**config.mk**
```make
export PLATFORM = sky130hd
export DESIGN_NAME = logphy_tx_lane_serializer
export DESIGN_NICKNAME = d
export VERILOG_FILES = /design/src/rtl/logphy_pkg.sv /design/src/rtl/logphy_lane_beat_select.sv /design/src/rtl/logphy_tx_lane_serializer.sv
export SDC_FILE = /design/constraint.sdc
export NUM_CORES = 1
export LEC_CHECK = 0
export CAP_MARGIN = 20
export CELL_PAD_IN_SITES_DETAIL_PLACEMENT = 2
export CELL_PAD_IN_SITES_GLOBAL_PLACEMENT = 2
export CORE_UTILIZATION = 32
export DETAILED_ROUTE_END_ITERATION = 8
export PLACE_DENSITY_LB_ADDON = 0.15
export SLEW_MARGIN = 20
export SYNTH_ARGS = -nofsm -noshare
export SYNTH_HDL_FRONTEND = slang
export SYNTH_SLANG_ARGS = --single-unit
```
**constraint.sdc**
```tcl
create_clock -name clk -period 2 [get_ports clk]
set_input_delay 0.4 -clock clk [delete_from_list [all_inputs] [get_ports clk]]
set_output_delay 0.4 -clock clk [all_outputs]
set_load 0.005 [all_outputs]
```
**src/rtl/logphy_pkg.sv**
```systemverilog
// Shared types, default widths and elaboration helpers for the logphy transmit path.
package logphy_pkg;

   localparam int DEF_DATA_W = 128;
   localparam int DEF_LANES  = 4;
   localparam int DEF_LANE_W = 8;
   localparam int DEF_CNT_W  = 16;

   // Serializer control state: IDLE = hold empty, SEND = streaming, DRAIN = enable dropped, finishing
   typedef enum logic [1:0] {
      ST_IDLE  = 2'd0,
      ST_SEND  = 2'd1,
      ST_DRAIN = 2'd2
   } state_e;

   // Number of beats needed to move one word across all lanes
   function automatic int calc_beats(input int data_w, input int lanes, input int lane_w);
      return data_w / (lanes * lane_w);
   endfunction

   // Width of a beat index; never narrower than one bit so BEATS=1 still elaborates
   function automatic int calc_idx_w(input int beats);
      int w;
      w = $clog2(beats);
      return (w < 1) ? 1 : w;
   endfunction

endpackage

```
**src/rtl/logphy_lane_beat_select.sv**
```systemverilog
// Picks the LANES*LANE_W slice of the held word that belongs to the current beat.
// Kept as its own block so a lane-reversal variant can be dropped in later.
module logphy_lane_beat_select
   import logphy_pkg::*;
#(
   parameter int DATA_W  = DEF_DATA_W,
   parameter int SLICE_W = DEF_LANES * DEF_LANE_W,
   parameter int BEATS   = calc_beats(DEF_DATA_W, DEF_LANES, DEF_LANE_W),
   parameter int BEAT_W  = calc_idx_w(BEATS)
)
(
   input  logic [DATA_W-1:0]  i_word,
   input  logic [BEAT_W-1:0]  i_beat,
   output logic [SLICE_W-1:0] o_lane_data
);

   // AND-OR mux over beats: byte b lands on lane b%LANES during beat b/LANES
   always_comb begin
      o_lane_data = '0;
      for (int k = 0; k < BEATS; k++) begin
         o_lane_data = o_lane_data |
                       (i_word[k*SLICE_W +: SLICE_W] & {SLICE_W{i_beat == BEAT_W'(k)}});
      end
   end

endmodule

```
**src/rtl/logphy_tx_lane_serializer.sv**
```systemverilog
// Dequeues flit words from the logphy Queue and stripes them across the lanes,
// one beat per PHY handshake. A hold/pend pair keeps back-to-back words bubble-free.
module logphy_tx_lane_serializer
   import logphy_pkg::*;
#(
   parameter int DATA_W = DEF_DATA_W,
   parameter int LANES  = DEF_LANES,
   parameter int LANE_W = DEF_LANE_W,
   parameter int CNT_W  = DEF_CNT_W
)
(
   input  logic                    clk,
   input  logic                    reset,
   input  logic                    enable_i,
   input  logic                    deq_valid_i,
   input  logic [DATA_W-1:0]       data_i,
   output logic                    deq_rdy_o,
   input  logic                    tx_rdy_i,
   output logic                    tx_valid_o,
   output logic [LANES*LANE_W-1:0] lane_data_o,
   output logic                    sof_o,
   output logic                    eof_o,
   output logic                    busy_o,
   output logic [CNT_W-1:0]        word_cnt_o
);

   localparam int SLICE_W = LANES * LANE_W;
   localparam int BEATS   = calc_beats(DATA_W, LANES, LANE_W);
   localparam int BEAT_W  = calc_idx_w(BEATS);
   localparam logic [BEAT_W-1:0] LAST_BEAT = BEAT_W'(BEATS - 1);

   if ((DATA_W % SLICE_W) != 0) begin : g_bad_width
      $error("DATA_W must be a multiple of LANES*LANE_W");
   end

   logic [DATA_W-1:0]  r_hold;
   logic [DATA_W-1:0]  r_pend;
   logic               r_hold_valid;
   logic               r_pend_valid;
   logic [BEAT_W-1:0]  r_beat;
   logic [CNT_W-1:0]   r_word_cnt;
   state_e             r_state;

   logic               w_deq_rdy;
   logic               w_accept;
   logic               w_beat_fire;
   logic               w_last_fire;
   logic               w_hold_free;
   logic               w_hold_valid_nxt;
   state_e             w_state_nxt;
   logic [SLICE_W-1:0] w_slice;

   // Ready depends only on state and enable; reset forces it low so nothing is taken mid-reset
   assign w_deq_rdy        = enable_i & ~r_pend_valid & ~reset;
   assign w_accept         = deq_valid_i & w_deq_rdy;
   assign w_beat_fire      = r_hold_valid & tx_rdy_i;
   assign w_last_fire      = w_beat_fire & (r_beat == LAST_BEAT);
   assign w_hold_free      = ~r_hold_valid | w_last_fire;
   assign w_hold_valid_nxt = w_hold_free ? (r_pend_valid | w_accept) : 1'b1;

   // Next control state from enable and whether hold will still be occupied
   always_comb begin
      w_state_nxt = r_state;
      case (r_state)
         ST_IDLE: begin
            if (w_hold_valid_nxt) w_state_nxt = ST_SEND;
            else                  w_state_nxt = ST_IDLE;
         end
         ST_SEND: begin
            if (!w_hold_valid_nxt) w_state_nxt = ST_IDLE;
            else if (!enable_i)    w_state_nxt = ST_DRAIN;
            else                   w_state_nxt = ST_SEND;
         end
         ST_DRAIN: begin
            if (!w_hold_valid_nxt) w_state_nxt = ST_IDLE;
            else if (enable_i)     w_state_nxt = ST_SEND;
            else                   w_state_nxt = ST_DRAIN;
         end
         default: w_state_nxt = ST_IDLE;
      endcase
   end

   // Hold/pend buffer and beat index: pend drains into hold first, a fresh word fills the gap
   always_ff @(posedge clk) begin
      if (reset) begin
         r_hold       <= '0;
         r_pend       <= '0;
         r_hold_valid <= 1'b0;
         r_pend_valid <= 1'b0;
         r_beat       <= '0;
      end else if (w_hold_free) begin
         r_hold_valid <= r_pend_valid | w_accept;
         r_beat       <= '0;
         if (r_pend_valid) begin
            r_hold       <= r_pend;
            r_pend_valid <= w_accept;
            if (w_accept) r_pend <= data_i;
         end else if (w_accept) begin
            r_hold <= data_i;
         end
      end else begin
         if (w_beat_fire) r_beat <= r_beat + BEAT_W'(1);
         if (w_accept) begin
            r_pend       <= data_i;
            r_pend_valid <= 1'b1;
         end
      end
   end

   // Completed-word counter and control state
   always_ff @(posedge clk) begin
      if (reset) begin
         r_word_cnt <= '0;
         r_state    <= ST_IDLE;
      end else begin
         if (w_last_fire) r_word_cnt <= r_word_cnt + CNT_W'(1);
         r_state <= w_state_nxt;
      end
   end

   logphy_lane_beat_select #(
      .DATA_W  (DATA_W),
      .SLICE_W (SLICE_W),
      .BEATS   (BEATS),
      .BEAT_W  (BEAT_W)
   ) u_beat_select (
      .i_word      (r_hold),
      .i_beat      (r_beat),
      .o_lane_data (w_slice)
   );

   assign deq_rdy_o   = w_deq_rdy;
   assign tx_valid_o  = r_hold_valid;
   assign lane_data_o = r_hold_valid ? w_slice : '0;
   assign sof_o       = r_hold_valid & (r_beat == '0);
   assign eof_o       = r_hold_valid & (r_beat == LAST_BEAT);
   assign busy_o      = r_hold_valid | r_pend_valid;
   assign word_cnt_o  = r_word_cnt;

endmodule

```
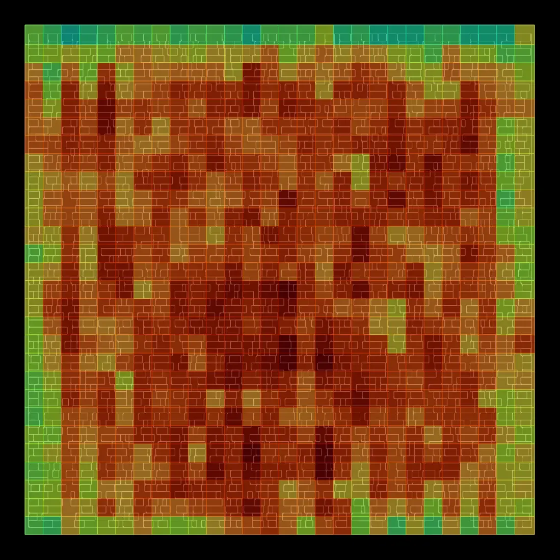
Fig. 1. Congestion heat map (run 1).
average routed wire per standard cell: 39.5 µm
final core area utilization: 60.7%

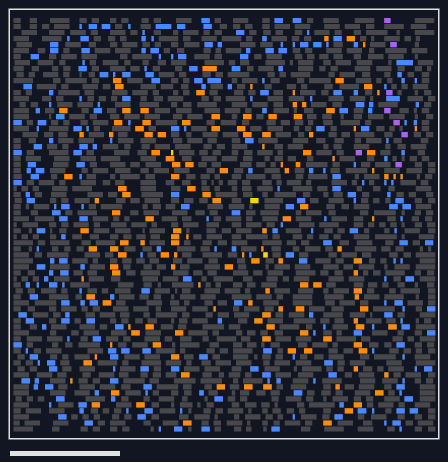
Fig. 2. Logic cells by family (run 1).
Bar = 50 µm.
[nand cells] blue | cells: 277 | most used: nand2_4 | where: widely spread
[xor and xnor cells] purple | cells: 8 | most used: xor2_1 | where: top right
[nor cells] orange | cells: 142 | most used: nor2_4
[inv cells] yellow | cells: 3

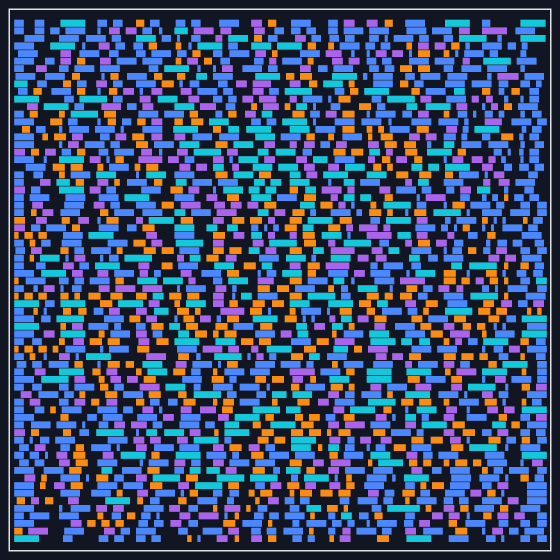
Fig. 3. Sizing map (run 1).
[x3 and x4] purple | cells: 318 | share: 19%
[x6 and larger] cyan | cells: 219 | share: 13%
[x2] orange | cells: 406 | share: 24%
[x1 and smaller] blue | cells: 734 | share: 44%

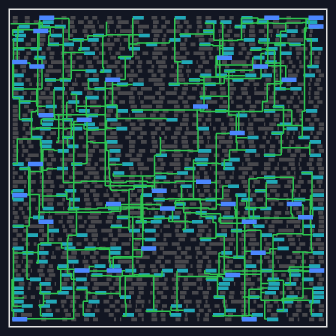
Fig. 4. Clock distribution (run 1).
[clock-net drivers] blue | count: 34
[clock wires] green | length: 5660 µm
[flip-flops] cyan | count: 276
routed clock nets: 35

==> flow_metrics.rpt, run 1 <==
FLOW METRICS REPORT
----------------------------------------------------
[Status]
  Result of the run ........................ finished with violations
  Failing checks ........................ negative setup slack

[Power]
  Power share of the combinational group ........................ 15.2%
  Clock network power ........................ 0.00657 W
  Cell internal pwr ........................ 0.0103 W
  Leakage power of the design ........................ 7.38 nW
  Sequential logic power ........................ around 0.006 W
  Sequential fraction of design power ........................ 40.4%

[Yosys]
  Fraction of synthesized cell area taken by the top area cell type ........................ 46.9%
  Area share of xor/xnor cells in the synthesized design ........................ 0.595%
  Number of enable-type register cells in the synthesized netlist ........................ 0
  Synthesized instance count ........................ between 1000 and 1500
  Cell taking the most area after synthesis ........................ dfxtp_1
  Fraction of synthesis flops using an asynchronous set or reset pin ........................ 0%
  Chip area estimate from yosys synthesis ........................ 11800 µm²
  Cell area after synthesis ........................ 11800 µm²
  Main area contributors after synthesis ........................ dfxtp_1 (47%), mux2i_1 (11%), nand2_1 (8.4%)
  Mean area per synthesized cell ........................ a little under 9 µm²
  Most common reg cell ........................ dfxtp_1

[Floorplanning]
  Taps Inserted ........................ roughly 460
  Overall chip area ........................ 37600 µm²
  Pre-Place Util ........................ 32.8%
  Overall die height ........................ 194 µm

[Clocking]
  Worst-skew pair later-pin latency ........................ around 540 ps
  Sinks on Clock Net ........................ 276
  Number of buffers between clock root and the deepest sink ........................ 3
  Clk Tree Root Cell ........................ clkbuf_16

[Placed design]
  Routability-driven placement congestion ratio ........................ 0.810
  Placed cell count ........................ 1955

[Cells and area]
  Most used cells in the layout excluding fill and tap cells ........................ dfxtp_1 (272), clkdlybuf4s50_1 (147), nand2_4 (140)
  Final clock-cell share ........................ 4.93%
  Number of buffers other than clock buffers in the final layout ........................ 390
  Share of the final layout cell area in sequential cells ........................ 25.4%

[Setup path]
  Crit Path Max Fanout ........................ 7
  Type of element capturing the critical path ........................ output port
  Endpoint of the worst register-to-register path ........................ r_pend[39]
  Reg-to-Reg Start ........................ r_beat[1]

[Drt]
  Drt pass-1 iters ........................ 5
  Via-per-instance ratio ........................ 6.16
  DRC Markers ........................ 0

[Global routing]
  Antenna violations before repair ........................ 0
  Routing usage on met2 ........................ 56.4%
  Met1 Use GR ........................ 39.1%
  GRT busiest layer ........................ met2

[Min path]
  Hold Crit Class ........................ flip-flop to flip-flop
  Depth of the worst hold-timing path ........................ 2

[Final timing]
  Setup violation total in the final timing report ........................ 291
  Worst setup slack after layout ........................ -578 ps

[Job]
  Total of max-cap violations ........................ 0

----------------------------------------------------
## run 1: cell usage after synthesis, types with 2 or more instances
cell,number
and2_1,3
buf_2,52
and3_1,3
mux2i_1,130
a22oi_1,64
and4_1,2
ha_1,5
o21ai_0,7
inv_1,3
xor2_1,6
buf_1,2
xnor2_1,2
or3_1,6
a21boi_0,32
clkbuf_1,47
nand4_1,3
nor2_1,139
nand2_1,262
dfxtp_1,276
buf_6,2
nand3_1,7
a211oi_1,128
buf_4,18
a21oi_1,136
## run 1: worst max-delay path, cell delays in order (launching register included)
cell and delay (ps):
dfxtp_4 420, inv_4 70, ha_4 190, buf_16 150, buf_4 160, a22oi_2 290
a21boi_1 160, buf_2 180
## run 1: worst max-delay path by stage
stage | start | to | cells after the start
6_report | r_beat[0] | lane_data_o[17] | 7
5_1_grt | r_beat[0] | lane_data_o[7] | 7
4_1_cts | r_beat[0] | lane_data_o[28] | 7
3_5_place_dp | r_beat[0] | lane_data_o[10] | 7
3_3_place_gp | r_beat[0] | lane_data_o[10] | 7
2_1_floorplan | r_beat[0] | lane_data_o[10] | 6
## run 1: stage by stage
stage / total power, W / util [%] / setup WS, ps / instance area (µm²) / hold WS, ps
after floorplan: 0.00641 / - / 265 / 11800 / 433
after global placement: 0.00708 / 40.7 / -514 / 14600 / 441
after detailed placement: 0.00711 / 40.7 / -520 / 14600 / 450
after CTS: 0.0135 / 49.8 / -388 / 17900 / 434
after global routing: 0.0150 / 60.7 / -556 / 21800 / 473
final: 0.0148 / 60.7 / -578 / 21800 / 462
## run 1: registers in the layout (all words and copies together) (netlist names)
register and count:
r_beat 2, word_cnt_o 16, tx_valid_o 1, r_hold 128, r_pend 128, r_pend_valid 1
==> run 2: changes to the inputs <==
SLEW_MARGIN = default   (was 20)
==> flow_metrics.rpt, run 2 <==
FLOW METRICS REPORT
----------------------------------------------------
[Status]
  Result of the run ........................ finished with violations
  Failing checks ........................ negative setup slack

[Final timing]
  Final worst hold slack ........................ about 460 ps
  Worst setup slack after layout ........................ -578 ps
  Setup violation total in the final timing report ........................ 291

[Yosys]
  Fraction of synthesis flops using an asynchronous set or reset pin ........................ 0%
  Cell area after synthesis ........................ between 10000 and 15000 µm²
  Most used standard cells in the synthesized netlist ........................ dfxtp_1 (276), nand2_1 (262), nor2_1 (139), a21oi_1 (136), mux2i_1 (130)
  Most common reg cell ........................ dfxtp_1
  Fraction of synthesized cell area taken by the top area cell type ........................ between 40% and 50%
  Cell taking the most area after synthesis ........................ dfxtp_1

[Setup path]
  Worst path buffer plus inverter count ........................ 4
  Worst path top cell family by delay ........................ buffers and inverters
  CP max stage cell ........................ dfxtp_4
  Setup crit start ........................ r_beat[0]
  Type of element capturing the critical path ........................ output port

[Drt]
  Drt pass-1 iters ........................ 5
  Average routed wire per standard cell ........................ 39.5 µm
  Via-per-instance ratio ........................ 6.16

[Floorplanning]
  Overall chip area ........................ ~38000 µm²
  Pre-Place Util ........................ 32.8%

[Placed design]
  Placed cell count ........................ 1955
  Routability-driven placement congestion ratio ........................ 0.810

[Power]
  Cell internal pwr ........................ 0.0103 W
  Sequential logic power ........................ 0.00598 W
  Leakage power of the design ........................ between 7 and 8 nW

[Cells and area]
  Final core area utilization ........................ 60.7%

[Global routing]
  Antenna violations before repair ........................ 0

[Clocking]
  Clk Tree Root Cell ........................ clkbuf_16
  Sinks on Clock Net ........................ 276
  Number of buffers between clock root and the deepest sink ........................ 3

----------------------------------------------------
==> run 2: cell counts in the layout (fill, tap and decap cells not counted) <==
Identical to the previous run, type by type.
==> run 2: stage by stage <==
| stage | TNS (ps) | setup slack (ps) |
|---|---|---|
| after global placement | -45250 | -514 |
| after detailed placement | -48850 | -520 |
| after global routing | -70670 | -556 |
| final | -66750 | -578 |
| after floorplan | 0 | 265 |
| after CTS | -12810 | -388 |
==> run 2: cell type report <==
cell class / count / area share (%)
flip-flops and latches: 276 / 25.4
well taps: 461 / 2.65
clock buffers: 50 / 4.75
inverters: 3 / 0.0976
repair buffers: 390 / 24.2
clock inverters: 7 / 0.178
multi-input cells: 951 / 42.7
==> run 2: final timing paths <==
| path | to | slack, ps | cells after the start |
|---|---|---|---|
| setup / recovery | lane_data_o[17] | -580 | 7 |
| hold / removal | r_pend[71] | 460 | 2 |
| hold reg to reg | r_pend[71] | 460 | 2 |
| setup reg to reg | r_pend[39] | -370 | 11 |
==> run 2: metal layers <==
metal	track usage, %	wire, µm	vias to the layer above
met4	15.7	5670	0
met2	56.4	41100	731
li1	-	-	5346
met1	39.1	32000	6782
met5	0	0	-
met3	4.75	5600	302
==> run 2: repair_timing <==
action                                  CTS  global route
pin swaps                               139           316
gates cloned                             34            36
resized                                 445           774
endpoints found under the setup margin  176           297
setup buffers                            49            37
==> run 2: cell families (layout without fill, tap and decap cells) <==
logic type / count (synthesis) / count (layout) / share of synthesized area, %
muxes: 130 / 130 / 11.1
and+or+nand+nor: 437 / 438 / 15.0
xor gates and xnor gates: 8 / 8 / 0.595
DFF: 276 / 276 / 46.9
adders and majority gates: 5 / 5 / 0.531
AOI/OAI and AO/OA: 370 / 370 / 20.6
buffers and inverters: 125 / 450 / 5.33
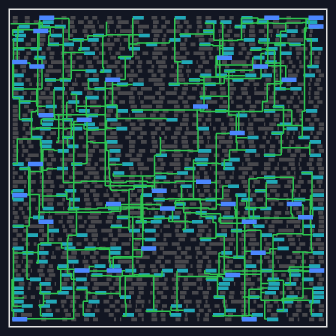
Fig. 5. Clock distribution (run 2).
[flip-flops] cyan | count: 276
[clock wires] green | length: 5660 µm
[clock-net drivers] blue | count: 34
routed clock nets: 35
worst-skew pair later-pin latency: 540 ps
proportion of power drawn by the clock network: 44.3%
clock network power: 0.00657 W
final setup skew: 24.2 ps

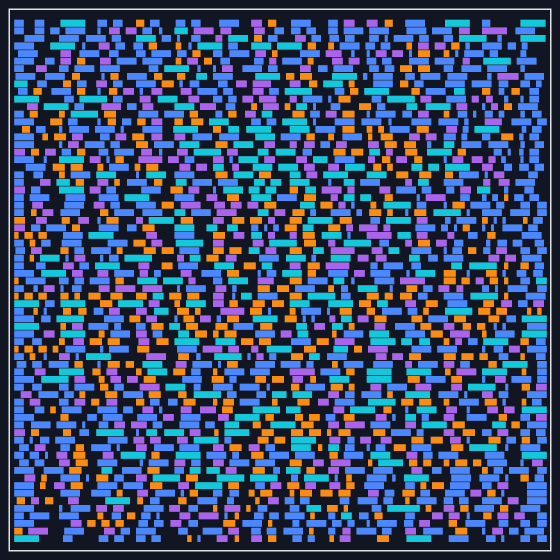
Fig. 6. Sizing map (run 2).
[x2] orange | cells: 406 | share: 24%
[x3 and x4] purple | cells: 318 | share: 19%
[x1 and smaller] blue | cells: 734 | share: 44%
[x6 and larger] cyan | cells: 219 | share: 13%
worst setup slack after layout: -578 ps
final cell area excluding filler cells: 21800 µm²

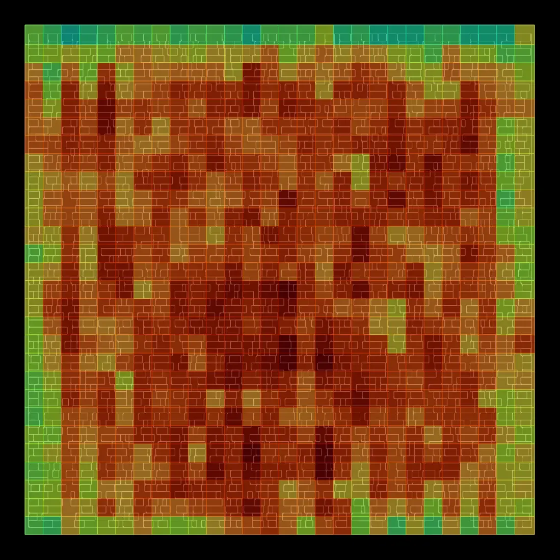
Fig. 7. Congestion heat map (run 2).
met1 Use GR: 39.1%
GRT busiest layer: met2

==> run 3: changes to the inputs <==
RECOVER_POWER = 100   (was default)
SLEW_MARGIN = 25   (was default)
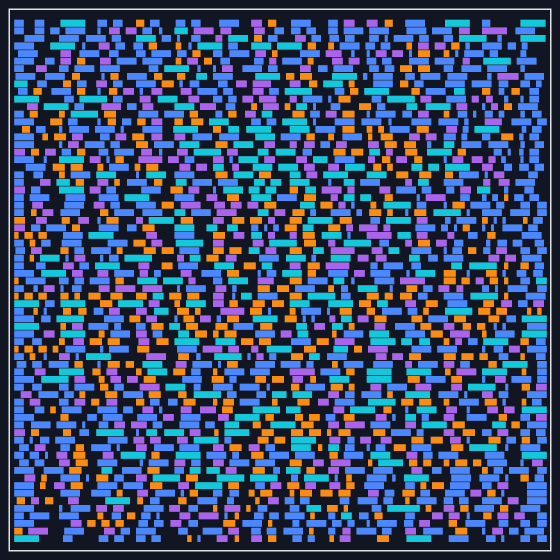
Fig. 8. Sizing map (run 3).
[x1 and smaller] blue | cells: 734 | share: 44%
[x2] orange | cells: 406 | share: 24%
[x6 and larger] cyan | cells: 219 | share: 13%
[x3 and x4] purple | cells: 318 | share: 19%

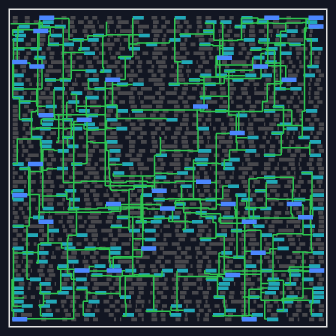
Fig. 9. Clock distribution (run 3).
[flip-flops] cyan | count: 276
[clock-net drivers] blue | count: 34
[clock wires] green | length: 5660 µm
routed clock nets: 35

==> flow_metrics.rpt, run 3 <==
FLOW METRICS REPORT
----------------------------------------------------
[Status]
  Result of the run ........................ finished with violations
  Failing checks ........................ negative setup slack

[Setup path]
  Type of element capturing the critical path ........................ output port
  CP max stage cell ........................ dfxtp_4
  Critical Path Max Stage Delay ........................ 420 ps
  Worst path buffer plus inverter count ........................ 4

[Yosys]
  Synthesized instance count ........................ 1351
  Cell area after synthesis ........................ between 10000 and 15000 µm²
  Fraction of synthesized cell area taken by the top area cell type ........................ 46.9%
  Chip area estimate from yosys synthesis ........................ between 10000 and 15000 µm²
  Dominant cell by count in the synthesized netlist ........................ dfxtp_1
  Main area contributors after synthesis ........................ dfxtp_1 (47%), mux2i_1 (11%), nand2_1 (8.4%)

[Power]
  Power share of the combinational group ........................ 15.2%
  Sequential fraction of design power ........................ 40.4%
  Cell internal pwr ........................ between 0.01 and 0.015 W
  Leakage power of the design ........................ 7.38 nW

[Global routing]
  Antenna violations before repair ........................ 0
  Met3 Use GR ........................ under 10%
  Routing usage on met2 ........................ 56.4%

[Placed design]
  Post-DP Area ........................ 14600 µm²
  Placed cell count ........................ 1955

[Final timing]
  Setup violation total in the final timing report ........................ 291
  Sum Neg Setup Slack ........................ -66750 ps
  Worst setup slack after layout ........................ -578 ps

[Clocking]
  Clk Tree Root Cell ........................ clkbuf_16
  Sinks on Clock Net ........................ 276

[Job]
  Total of max-cap violations ........................ 0

[Drt]
  Highest routing layer actually used ........................ met4
  DRC Markers ........................ 0
  Drt pass-1 iters ........................ 5
  Via-per-instance ratio ........................ 6.16
  Met2 wire len ........................ 41.1 mm

[Cells and area]
  Final core area utilization ........................ 60.7%
  Final cell area excluding filler cells ........................ 21800 µm²

----------------------------------------------------
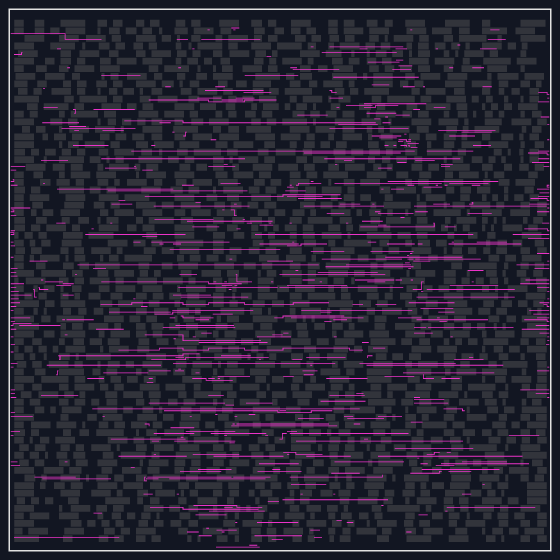
Fig. 10. Signal wires on met3 (run 3).
nets with wire on the layer: 339
longest straight run: 101 µm
main direction: horizontal
wire length on this layer: 5600 µm
share of all routed wire: 6.6%

==> run 3: cell counts in the layout (fill, tap and decap cells not counted) <==
Identical to the previous run, type by type.
==> run 3: layout make-up <==
type	instances	area, µm²
clock inverter	7	38.8
clock buffer	50	1030
tap	461	577
timing repair buffer	390	5270
sequential	276	5540
multi-input combinational	951	9310
inverter	3	21.3
fill	3216	14100
==> run 3: kinds of logic after synthesis <==
family | Yosys count | synth area share (%)
buffers and inverters | 125 | 5.33
flip-flops | 276 | 46.9
multiplexers | 130 | 11.1
XOR/XNOR | 8 | 0.595
AND-OR/OR-AND | 370 | 20.6
AND/OR/NAND/NOR | 437 | 15.0
adder cells (fa/ha/maj) | 5 | 0.531
==> run 3: power by group through the flow <==
stage / combinational [W] / sequential [W] / clock (W)
floorplan: 0.000539 / 0.00587 / 0
global placement: 0.00114 / 0.00594 / 0
detailed placement: 0.00117 / 0.00595 / 0
CTS: 0.00156 / 0.00586 / 0.00610
global route: 0.00230 / 0.00598 / 0.00672
finish: 0.00226 / 0.00598 / 0.00657
==> run 3: path summary, 6_finish.rpt <==
path | start | to | cells after the start
max | r_beat[0] | lane_data_o[17] | 7
min | r_pend[71] | r_pend[71] | 2
max reg2reg | r_beat[1] | r_pend[39] | 11
min reg2reg | r_pend[71] | r_pend[71] | 2
==> run 3: worst reg2reg max path, stage by stage (launching register included) <==
cell	delay [ps]
dfxtp_4	400
ha_4	210
buf_12	150
buf_6	120
a21boi_4	240
buf_6	150
and3_4	330
buf_8	190
buf_6	110
buf_6	130
nand2_1	130
a21oi_1	140
==> run 3: what timing repair did <==
item	in CTS	in global routing
buffers inserted	49	37
cloned	34	36
pin swaps	139	316
resized	445	774
endpoints found under the hold margin	0	0
endpoints found under the setup margin	176	297
Power figures rest on the tool's default switching activity, not on a simulated workload.
